--- config.mk ---
export PLATFORM = sky130hd
export DESIGN_NAME = vlsu_seg_splitter
export DESIGN_NICKNAME = d
export VERILOG_FILES = /design/src/rtl/vlsu_seg_splitter.sv
export SDC_FILE = /design/constraint.sdc
export NUM_CORES = 1
export LEC_CHECK = 0
export CAP_MARGIN = 20
export CELL_PAD_IN_SITES_DETAIL_PLACEMENT = 0
export CELL_PAD_IN_SITES_GLOBAL_PLACEMENT = 1
export CORE_ASPECT_RATIO = 0.75
export CORE_UTILIZATION = 33
export DETAILED_ROUTE_END_ITERATION = 7
export MAX_ROUTING_LAYER = met4
export PLACE_DENSITY_LB_ADDON = 0.1
export SKIP_LAST_GASP = 1
export SYNTH_ARGS = -nofsm -noshare
export SYNTH_HDL_FRONTEND = slang
export SYNTH_SLANG_ARGS = --single-unit
export TNS_END_PERCENT = 100
--- constraint.sdc ---
create_clock -name clk_i -period 7.65 [get_ports clk_i]
set_input_delay 1.53 -clock clk_i [delete_from_list [all_inputs] [get_ports clk_i]]
set_output_delay 1.53 -clock clk_i [all_outputs]
set_load 0.1 [all_outputs]
--- src/rtl/vlsu_seg_splitter.sv ---
// Splits one vector load/store request into AXI INCR bursts that respect BoundBytes and MaxBeats.
// Optional statistics counters are built only when VLSU_SEG_STATS_EN is defined.
module vlsu_seg_splitter #(
   parameter int AddrWidth  = 32,
   parameter int LenWidth   = 16,
   parameter int BusBytes   = 16,
   parameter int MaxBeats   = 256,
   parameter int BoundBytes = 4096
) (
   input  logic                          clk_i,
   input  logic                          rst_ni,
   input  logic                          req_valid_i,
   output logic                          req_ready_o,
   input  logic [AddrWidth-1:0]          req_addr_i,
   input  logic [LenWidth-1:0]           req_bytes_i,
   input  logic                          req_is_load_i,
   output logic                          meta_valid_o,
   input  logic                          meta_ready_i,
   output logic [AddrWidth-1:0]          meta_seg_addr_o,
   output logic [7:0]                    meta_txn_num_o,
   output logic [$clog2(BusBytes):0]     meta_lt_n_o,
   output logic                          meta_is_load_o,
   output logic                          meta_final_o,
   output logic                          busy_o,
   output logic [31:0]                   stat_req_o,
   output logic [31:0]                   stat_seg_o
);

   localparam int OffW = $clog2(BusBytes);
   localparam int BndW = $clog2(BoundBytes);
   localparam int CW   = LenWidth + 1;
   localparam int LtW  = OffW + 1;

   localparam logic STATE_IDLE  = 1'b0;
   localparam logic STATE_SPLIT = 1'b1;

   logic                 state_q, state_d;
   logic [AddrWidth-1:0] addr_q, addr_d;
   logic [LenWidth-1:0]  rem_q, rem_d;
   logic                 is_load_q, is_load_d;

   logic [CW-1:0] off_w, bnd_w, mx_w, rem_w, seg_w, end_w, last_w;
   logic          seg_final;
   logic          unused_hi;

   // Segment = min(remaining, bytes to boundary, bytes that fit in MaxBeats beats).
   always_comb begin
      off_w = CW'(addr_q[OffW-1:0]);
      bnd_w = CW'(BoundBytes) - CW'(addr_q[BndW-1:0]);
      mx_w  = CW'(MaxBeats * BusBytes) - off_w;
      rem_w = CW'(rem_q);
      seg_w = rem_w;
      if (bnd_w < seg_w) seg_w = bnd_w;
      if (mx_w < seg_w)  seg_w = mx_w;
      end_w = off_w + seg_w;
      last_w = end_w - CW'(1);
   end

   assign seg_final = (seg_w == rem_w);
   assign unused_hi = ^last_w[CW-1:OffW+8];

   assign req_ready_o     = (state_q == STATE_IDLE);
   assign meta_valid_o    = (state_q == STATE_SPLIT);
   assign busy_o          = (state_q != STATE_IDLE);
   assign meta_seg_addr_o = addr_q;
   // Index of the last byte, in beats, is exactly beats-1 (seg is never 0 in SPLIT).
   assign meta_txn_num_o  = last_w[OffW+7:OffW];
   assign meta_lt_n_o     = {1'b0, last_w[OffW-1:0]} + LtW'(1);
   assign meta_is_load_o  = is_load_q;
   assign meta_final_o    = seg_final;

   always_comb begin
      state_d   = state_q;
      addr_d    = addr_q;
      rem_d     = rem_q;
      is_load_d = is_load_q;
      case (state_q)
         STATE_IDLE: begin
            if (req_valid_i && (req_bytes_i != '0)) begin
               addr_d    = req_addr_i;
               rem_d     = req_bytes_i;
               is_load_d = req_is_load_i;
               state_d   = STATE_SPLIT;
            end
         end
         STATE_SPLIT: begin
            if (meta_ready_i) begin
               addr_d = addr_q + AddrWidth'(seg_w);
               rem_d  = rem_q - seg_w[LenWidth-1:0];
               if (seg_final) state_d = STATE_IDLE;
            end
         end
         default: state_d = STATE_IDLE;
      endcase
   end

   always_ff @(posedge clk_i or negedge rst_ni) begin
      if (!rst_ni) begin
         state_q   <= STATE_IDLE;
         addr_q    <= '0;
         rem_q     <= '0;
         is_load_q <= 1'b0;
      end else begin
         state_q   <= state_d;
         addr_q    <= addr_d;
         rem_q     <= rem_d;
         is_load_q <= is_load_d;
      end
   end

`ifdef VLSU_SEG_STATS_EN
   logic [31:0] stat_req_q, stat_seg_q;

   always_ff @(posedge clk_i or negedge rst_ni) begin
      if (!rst_ni) begin
         stat_req_q <= '0;
         stat_seg_q <= '0;
      end else begin
         if (req_valid_i && req_ready_o)   stat_req_q <= stat_req_q + 32'd1;
         if (meta_valid_o && meta_ready_i) stat_seg_q <= stat_seg_q + 32'd1;
      end
   end

   assign stat_req_o = stat_req_q;
   assign stat_seg_o = stat_seg_q;
`else
   assign stat_req_o = '0;
   assign stat_seg_o = '0;
`endif

endmodule

### M1 wires

Supply wires on this layer in grey.
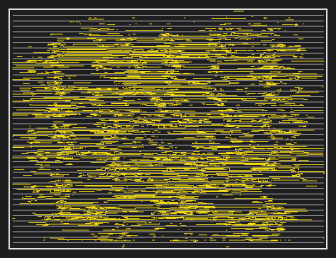
main direction: horizontal
wire length on this layer: 10900 um
longest straight run: 57.7 um

### Clock wiring as the flow saved it

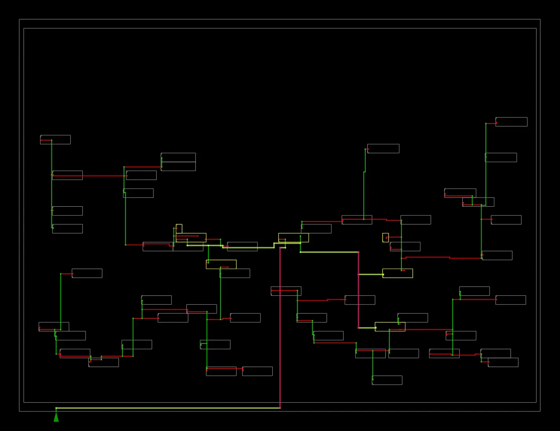
clk_skew: 0.01001 ns
Num CTS Buffers: 5

## Yosys cell counts, types with 4 or more instances
library cell	count	share of area
o21ai_0	55	0.045
a311oi_1	7	0.010
nor3b_1	4	0.0049
clkbuf_1	25	0.015
nand2_1	62	0.038
o21a_1	9	0.011
xnor2_1	31	0.045
inv_1	41	0.025
nor2_1	52	0.032
o31ai_1	4	0.0049
a31oi_1	5	0.0051
xor2_1	9	0.013
a211oi_1	11	0.014
nand4_1	7	0.0072
or3_1	8	0.0082
and2_1	8	0.0082
nor2b_1	11	0.011
a22oi_1	4	0.0049
nor4_1	6	0.0062
dfrtp_1	50	0.21
a21oi_1	83	0.068
buf_4	65	0.080
and3_1	11	0.011
nand3_1	16	0.013
nor3_1	18	0.015
ha_1	72	0.15
nand2b_1	6	0.0062
mux2i_1	21	0.034
a21o_1	20	0.025
o22ai_1	9	0.0092
o21bai_1	4	0.0049
## routing by layer
metal / vias up / routed length, um / global-route usage / share of wire
met5: - / 0 / - / 0
met4: 0 / 159 / 0.03185 / 0.0075
met3: 11 / 931 / 0.03318 / 0.044
met2: 178 / 9183 / 0.3363 / 0.43
met1: 3005 / 10930 / 0.3280 / 0.52
li1: 3092 / - / - / -
## through the flow
stage | std cells | util
after floorplan | 844 | -
after global placement | 1204 | 0.4683
after detailed placement | 1204 | 0.4683
after CTS | 1232 | 0.4947
after global routing | 1237 | 0.5128
final | 1237 | 0.5128
## worst paths after layout
| kind | start | to | slack, ns | depth (start not counted) |
|---|---|---|---|---|
| max | meta_seg_addr_o[6] | meta_txn_num_o[7] | -0.64 | 32 |
| min | meta_is_load_o | meta_is_load_o | 0.48 | 2 |
| max reg2reg | meta_seg_addr_o[6] | meta_seg_addr_o[26] | 0.39 | 32 |
| min reg2reg | meta_is_load_o | meta_is_load_o | 0.48 | 2 |
| max in group asynchronous | rst_ni | meta_seg_addr_o[6] | 5.75 | 2 |
| min in group asynchronous | rst_ni | meta_seg_addr_o[16] | 1.36 | 2 |
## worst min-delay path: cells and delay by family, from the launching register on
| kind | cells | cell delay [ns] |
|---|---|---|
| flip-flops | 1 | 0.35 |
| AND/OR/NAND/NOR | 2 | 0.10 |
## sequential cells by signal (all words and copies together) (netlist names)
name,count
meta_is_load_o,1
busy_o,1
rem_q,16
meta_seg_addr_o,32
## timing repair
action                     CTS  global route
pin swaps                   20            47
cloned                       1             1
setup endpoints to repair   12            21
buffers inserted            21             9
resized                     34            55
## layout make-up
class,count,area [um^2]
tap,242,302.8
clock inverter,2,10.01
fill,1696,8705
timing repair buffer,236,2251
multi-input combinational,661,5047
sequential,50,1265
clock buffer,5,125.1
inverter,41,161.4
## cells by family (layout without fill, tap and decap cells)
kind of cell               after synthesis  after routing  share of synthesized area
and+or+nand+nor                        214            214                     0.1701
adders and majority gates               75             75                     0.1576
other                                    2             69                   0.001231
AOI/OAI and AO/OA                      238            238                     0.2439
xor gates and xnor gates                41             41                    0.06012
buffers and inverters                  133            284                     0.1219
muxes                                   24             24                    0.04001
DFF                                     50             50                     0.2052
==> impl_metrics.json <==
{
  "hold_violations": 0,
  "setup_slack_ns": -0.6393,
  "hold_class": "reg -> reg",
  "worst_pin_slew_ns": 0.9872,
  "ys_types": 57,
  "fp_util": 0.3413,
  "grt_pass1_vias": 6066,
  "netlist_area_mm2": 0.006098,
  "crit_required_ns": 6.12,
  "antenna_found_initial": 0,
  "crit_buf_inv": 5,
  "io_pins": 167,
  "async_flop_share": 1.000,
  "htree_levels": 2,
  "clockBufferDepth": 2,
  "place_hpwl_um": 16520,
  "cts-root-buf": "clkbuf_16",
  "period_needed_ns": 8.289,
  "yosys_most_used_dff": "dfrtp_1",
  "final_layout_top_logic_cells": "buf_4 (121), clkdlybuf4s50_1 (87), conb_1 (69), a21oi_1 (63), ha_1 (61)",
  "violations": "setup timing",
  "rsz0062_at_grt": "true",
  "endpoint_kind": "primary output",
  "finalMaxSlewViolations": 0,
  "cp-start-kind": "register",
  "status": "complete, but fails checks",
  "synth-area-yosys_mm2": 0.006098,
  "clk_latency_ns": 0.30,
  "timing_worst_setup_path_type": "reg -> out",
  "layout.cells.most_common": "buf_4",
  "cpMostUsedCell": "ha_4",
  "finalSetupTns_ns": -3.361,
  "grt_pass1_wl_um": 32670,
  "syn_area_per_cell_um2": 7.849,
  "ant_nets": 0,
  "tool_warnings": 33,
  "drcViolationCount": 0,
  "setup_viol": 11,
  "die_y_um": 119.7,
  "first_iter_violations": 297,
  "crit_path_max_incr_delay_ns": 0.47,
  "drive_gt1_frac": 0.2673,
  "drv_cap": 0,
  "grt_usage": 0.2257,
  "io_buffer_count": 102,
  "cts_sinks": 50,
  "cp_top_family": "simple AND/OR/NAND/NOR gates",
  "syn_inst": 777,
  "fp-row-count": 42,
  "viasPerCell": 5.082,
  "vias": 6286,
  "dpl_cell_area_mm2": 0.008368,
  "grt_max_degree": 51,
  "edf_count": 0,
  "yosysWarningCount": 0,
  "gr-total-overflow": 0,
  "cpMaxStageDelayCell": "dfrtp_4",
  "fin_area_mm2": 0.009163,
  "fp.dieW_um": 159.0,
  "wl_per_cell_um": 17.14,
  "antenna_cells": 0,
  "drt_pass1_iterations": 5,
  "ys_cells": 777,
  "die_area_mm2": 0.01903,
  "layout.nets": 1123
}
